File: config.mk
export PLATFORM = sky130hd
export DESIGN_NAME = ice51_boot_ctrl
export DESIGN_NICKNAME = d
export VERILOG_FILES = /design/src/rtl/ice51_boot_ctrl_pkg.sv /design/src/rtl/ice51_boot_ctrl.sv
export SDC_FILE = /design/constraint.sdc
export NUM_CORES = 1
export LEC_CHECK = 0
export CORE_MARGIN = 3
export CORE_UTILIZATION = 44
export DETAILED_ROUTE_END_ITERATION = 12
export GPL_ROUTABILITY_DRIVEN = 0
export PLACE_DENSITY = 0.88
export SLEW_MARGIN = 10
export SYNTH_ARGS = -nofsm -noshare
export SYNTH_HDL_FRONTEND = slang
export SYNTH_SLANG_ARGS = --single-unit
File: constraint.sdc
create_clock -name i_clk -period 2.1 [get_ports i_clk]
set_input_delay 0.42 -clock i_clk [delete_from_list [all_inputs] [get_ports i_clk]]
set_output_delay 0.42 -clock i_clk [all_outputs]
set_load 0.01 [all_outputs]
File: src/rtl/ice51_boot_ctrl_pkg.sv
// ice51_pkg -- shared definitions for the ICE51 boot controller.
//
// Holds the boot FSM state encoding and the default image size, address
// width and CPU release delay. The CSUM state only exists when the
// ICE51_BOOT_CSUM_EN macro is defined; its encoding is left unused otherwise.
package ice51_pkg;

    localparam int ICE51_MEM_SIZE  = 512;
    localparam int ICE51_ADDR_W    = 9;
    localparam int ICE51_RUN_DELAY = 16;

    typedef enum logic [1:0] {
        ST_LOAD = 2'd0,
`ifdef ICE51_BOOT_CSUM_EN
        ST_CSUM = 2'd1,
`endif
        ST_HOLD = 2'd2,
        ST_RUN  = 2'd3
    } boot_state_t;

endpackage

File: src/rtl/ice51_boot_ctrl.sv
// ice51_boot_ctrl -- UART program loader for the ICE51 CPU.
//
// Holds the CPU in reset while MEM_SIZE bytes received from the UART are
// written to program memory at consecutive addresses starting at 0, then
// waits RUN_DELAY idle cycles and hands the memory port to the CPU.
// Optional feature (macro ICE51_BOOT_CSUM_EN): after loading, an 8-bit
// modulo-256 sum of the image is sent once through the UART transmitter
// before the hold phase.
//
// Ports:
//   i_clk, i_rst              clock, synchronous active-high reset
//   i_rx_valid, i_rx_data     received UART byte strobe and data
//   i_cpu_addr/we/wdata       CPU memory port, passed through only in RUN
//   o_mem_addr/we/wdata       shared memory port
//   o_cpu_nrst, o_boot_done   CPU released / boot finished (both high in RUN)
//   o_tx_valid, o_tx_data     checksum byte strobe (tied 0 without the macro)
//   i_tx_busy                 UART transmitter busy
//
// Handshake: i_rx_valid is a one-cycle strobe with no back-pressure; a byte
// is taken on every cycle it is high in LOAD. o_tx_valid is a one-cycle
// strobe, issued only on a cycle after i_tx_busy was sampled low.
module ice51_boot_ctrl
    import ice51_pkg::*;
#(
    parameter int MEM_SIZE  = ICE51_MEM_SIZE,
    parameter int ADDR_W    = ICE51_ADDR_W,
    parameter int RUN_DELAY = ICE51_RUN_DELAY
) (
    input  logic              i_clk,
    input  logic              i_rst,
    input  logic              i_rx_valid,
    input  logic [7:0]        i_rx_data,
    input  logic [ADDR_W-1:0] i_cpu_addr,
    input  logic              i_cpu_we,
    input  logic [7:0]        i_cpu_wdata,
    output logic [ADDR_W-1:0] o_mem_addr,
    output logic              o_mem_we,
    output logic [7:0]        o_mem_wdata,
    output logic              o_cpu_nrst,
    output logic              o_boot_done,
    output logic              o_tx_valid,
    output logic [7:0]        o_tx_data,
    input  logic              i_tx_busy
);

    localparam int CNT_W  = ADDR_W + 1;
    localparam int HOLD_W = (RUN_DELAY < 2) ? 1 : $clog2(RUN_DELAY + 1);
    localparam logic [CNT_W-1:0]  LAST_BYTE = CNT_W'(MEM_SIZE - 1);
    localparam logic [HOLD_W-1:0] HOLD_LAST = HOLD_W'(RUN_DELAY);

    boot_state_t       state;
    boot_state_t       state_nxt;
    logic [CNT_W-1:0]  byte_cnt;
    logic [HOLD_W-1:0] hold_cnt;
    logic              ld_we;
    logic [ADDR_W-1:0] ld_addr;
    logic [7:0]        ld_wdata;
    logic              accept;
    logic              last_accept;

    // LOAD exits on the final byte, so the counter never passes MEM_SIZE.
    assign accept      = (state == ST_LOAD) && i_rx_valid;
    assign last_accept = accept && (byte_cnt == LAST_BYTE);

    // ---------------- state register ----------------
    always_ff @(posedge i_clk) begin
        if (i_rst) begin
            state <= ST_LOAD;
        end else begin
            state <= state_nxt;
        end
    end

    // ---------------- next-state logic ----------------
    always_comb begin
        state_nxt = state;
        case (state)
            ST_LOAD: begin
                if (last_accept) begin
`ifdef ICE51_BOOT_CSUM_EN
                    state_nxt = ST_CSUM;
`else
                    state_nxt = ST_HOLD;
`endif
                end
            end
`ifdef ICE51_BOOT_CSUM_EN
            ST_CSUM: begin
                if (!i_tx_busy) begin
                    state_nxt = ST_HOLD;
                end
            end
`endif
            // hold_cnt is 0 on the first HOLD cycle, so HOLD lasts
            // RUN_DELAY+1 cycles counted from the cycle the final write shows.
            ST_HOLD: begin
                if (hold_cnt == HOLD_LAST) begin
                    state_nxt = ST_RUN;
                end
            end
            ST_RUN:  state_nxt = ST_RUN;
            default: state_nxt = ST_LOAD;
        endcase
    end

    // ---------------- loader datapath ----------------
    // The write for a byte is registered, so it appears on the clock after
    // the strobe; a byte coinciding with reset is dropped by reset priority.
    always_ff @(posedge i_clk) begin
        if (i_rst) begin
            byte_cnt <= '0;
            hold_cnt <= '0;
            ld_we    <= 1'b0;
            ld_addr  <= '0;
            ld_wdata <= 8'h00;
        end else begin
            ld_we <= 1'b0;
            if (accept) begin
                ld_we    <= 1'b1;
                ld_addr  <= byte_cnt[ADDR_W-1:0];
                ld_wdata <= i_rx_data;
                byte_cnt <= byte_cnt + 1'b1;
            end
            if (state == ST_HOLD) begin
                hold_cnt <= hold_cnt + 1'b1;
            end else begin
                hold_cnt <= '0;
            end
        end
    end

`ifdef ICE51_BOOT_CSUM_EN
    // ---------------- image checksum ----------------
    logic [7:0] csum;
    logic       tx_valid_q;
    logic [7:0] tx_data_q;

    always_ff @(posedge i_clk) begin
        if (i_rst) begin
            csum       <= 8'h00;
            tx_valid_q <= 1'b0;
            tx_data_q  <= 8'h00;
        end else begin
            tx_valid_q <= 1'b0;
            if (accept) begin
                csum <= csum + i_rx_data;
            end
            if ((state == ST_CSUM) && !i_tx_busy) begin
                tx_valid_q <= 1'b1;
                tx_data_q  <= csum;
            end
        end
    end

    assign o_tx_valid = tx_valid_q;
    assign o_tx_data  = tx_data_q;
`else
    logic unused_tx_busy;
    assign unused_tx_busy = i_tx_busy;
    assign o_tx_valid     = 1'b0;
    assign o_tx_data      = 8'h00;
`endif

    // ---------------- outputs / memory-port mux ----------------
    always_comb begin
        o_mem_addr  = ld_addr;
        o_mem_we    = ld_we;
        o_mem_wdata = ld_wdata;
        o_cpu_nrst  = 1'b0;
        o_boot_done = 1'b0;
        if (state == ST_RUN) begin
            o_mem_addr  = i_cpu_addr;
            o_mem_we    = i_cpu_we;
            o_mem_wdata = i_cpu_wdata;
            o_cpu_nrst  = 1'b1;
            o_boot_done = 1'b1;
        end
    end

endmodule

layer_met1.png
Bar = 20 µm.
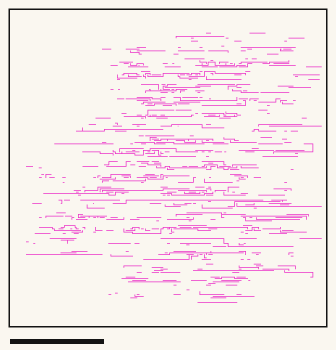
main direction = horizontal
nets with wire on the layer = 239

metal_density.png
Bar = 20 µm. 13 x 13 tiles, from dark blue (low) to red (high), scaled to the fullest tile. Values are wire area over tile area, all layers added.
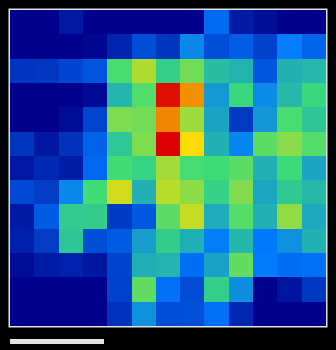
nearly empty tiles = 18%
mean over tiles = 0.14
fullest tile = 0.50
routed len/inst: 12.6 µm
final WL: 3.70 mm
GR Util All Layers: 17.4%
Vias: 1466

==> impl_metrics.json <==
{
  "clockNetworkAreaShare_pct": 3.80,
  "dp_hpwl_mm": 2.52,
  "synth-async-reset-ratio_pct": 0,
  "topCellsByArea": "dfxtp_1, mux2_2, nand2_1",
  "comb_share_pct": 36.3,
  "port_buffers": 48,
  "synth.avg_cell_area_um2": 8.56,
  "drt-initial-drc-count": 73,
  "post_dp_cell_area_um2": 2170,
  "crit_slowest_cell": "dfxtp_2",
  "worstRegToRegCells": 3,
  "antenna_found_initial": 0,
  "reg2reg_to": "byte_cnt[7]",
  "areaGrowthSynthToFinish_pct": 40.9,
  "whs_endpoint": "ld_wdata[1]",
  "start_kind": "flip-flop",
  "p_int_w": 0.00102,
  "signal_buffers": 62,
  "die_y_um": 67.0,
  "n_all_inverters": 7,
  "ioPinCount": 59,
  "drcViolationCount": 0,
  "setup.worst_path.end": "o_mem_wdata[5]",
  "finalSetupViolCount": 0,
  "sh_seq_area_pct": 30.5,
  "grt_start_max_net_pins": 20,
  "fin_area_um2": 2300,
  "warnings": 28,
  "htree_levels": 2,
  "ys_warn_count": 0,
  "path_clk_slew_ns": 0.07,
  "core_um2": 3470,
  "cp-end-kind": "primary output",
  "min_path_type": "flip-flop to flip-flop",
  "num-multi-input-gates": 138,
  "ys_types": 27,
  "n_antenna_cell": 0,
  "die-area_um2": 4480,
  "rsz0062_at_grt": "no",
  "largestClassByArea": "combinational gates",
  "netlist_area_um2": 1640,
  "pre_cts_ws_ns": -0.117,
  "vdd_drop_max_mv": 0.404,
  "cts_buffers": 5,
  "period_used_pct": 95.8,
  "ys_cells": 191,
  "reg2reg_slack_ns": 0.44,
  "total_power_w": 0.00132,
  "clock_skew_ns": 0.00450,
  "clk_path_buf_depth": 2,
  "clkPwrFrac_pct": 36.6,
  "status": "finished clean",
  "p_per_area_nw_per_um2": 572,
  "ys.flops": 35,
  "edf_count": 0,
  "maxCapViolations": 0,
  "flop_area_um2": 703,
  "nWellTaps": 46,
  "grt_pass1_vias": 1376,
  "clockRootBuffer": "clkbuf_8",
  "dr.pass1.iters": 7,
  "path_max_fanout": 9,
  "layout.nonclk_buf_share_pct": 25.7,
  "switching_power_w": 0.000297,
  "finalHoldViolCount": 0,
  "cp_num_buf_inv": 3,
  "hold_start": "ld_wdata[1]",
  "synth_cells": 191,
  "holdBufCountCts": 0,
  "synth_top_area_share_pct": 42.8,
  "top_register": "byte_cnt",
  "crit_arrival_ns": 1.59,
  "worstSetupPathDepth": 5,
  "top_regs": "byte_cnt (10), ld_addr (9), ld_wdata (8)",
  "grt_pass1_wl_mm": 5.91,
  "most_common_cell": "nand2_1",
  "cp.required_ns": 1.68,
  "fmax_mhz": 497,
  "power_frac_seq_pct": 52.3,
  "slew_viol_final": 0,
  "tritoncts": "built",
  "yosys_area_um2": 1640,
  "post-synth-top-area-cell": "dfxtp_1",
  "fp_util_pct": 47.2,
  "p_leak_nw": 0.987
}
clocks.png
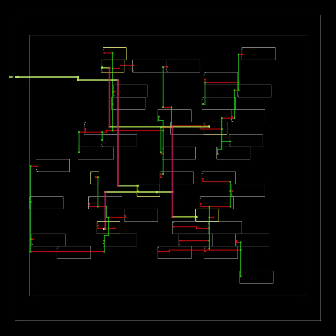
registers: 35
Clk power: 0.000482 W
clk latency late pin: 0.28 ns
Clock Sinks: 35
clock buffer count: 6

[kinds of logic after synthesis]
family	count (synthesis)	synth area share (%)
AND-OR/OR-AND	30	9.72
XOR/XNOR	5	2.68
adder cells (fa/ha/maj)	3	2.30
buffers and inverters	26	8.34
flip-flops	35	42.8
multiplexers	20	13.8
other	1	0.229
AND/OR/NAND/NOR	71	20.1
[placed cells by master (no fill, tap or decap)]
master,instances
dlygate4sd2_1,18
xor2_1,2
nand2_4,1
a31oi_1,1
ha_1,3
nor2b_1,2
nand4bb_1,1
buf_12,1
o31ai_1,3
o21ai_0,2
clkinv_2,1
dfxtp_2,2
conb_1,9
nor3b_2,1
mux2_1,1
buf_4,12
nor2_1,11
clkbuf_16,1
clkbuf_8,6
or4_1,4
nor3_1,1
clkdlybuf4s50_1,30
nand2_1,39
or3b_1,1
inv_1,7
dfxtp_1,33
nand3_1,4
a21oi_1,24
nor4_1,2
or3_1,3
mux2_2,19
nand4_1,1
xnor2_1,3
[worst min-delay path, delay by kind of cell, from the launching register on]
kind	cells	cell delay [ns]
AND/OR/NAND/NOR	1	0.05
flip-flops	1	0.31
AND-OR/OR-AND	1	0.05
[routing by layer]
metal | track usage (%) | vias to the layer above | share of wire, %
met5 | 0 | - | 0
met4 | 9.87 | 0 | 2.4
met1 | 18.9 | 664 | 42
met3 | 4.05 | 13 | 8.3
met2 | 30.6 | 52 | 47
li1 | - | 737 | -
[power by group through the flow]
stage | registers [W] | clock network [W] | logic, W
after global placement | 0.000703 | 0 | 0.000150
after floorplan | 0.000701 | 0 | 0.0000766
after global routing | 0.000691 | 0.000523 | 0.000162
after CTS | 0.000689 | 0.000493 | 0.000146
final | 0.000689 | 0.000482 | 0.000147
after detailed placement | 0.000704 | 0 | 0.000153
Power and IR drop assume default switching activity.
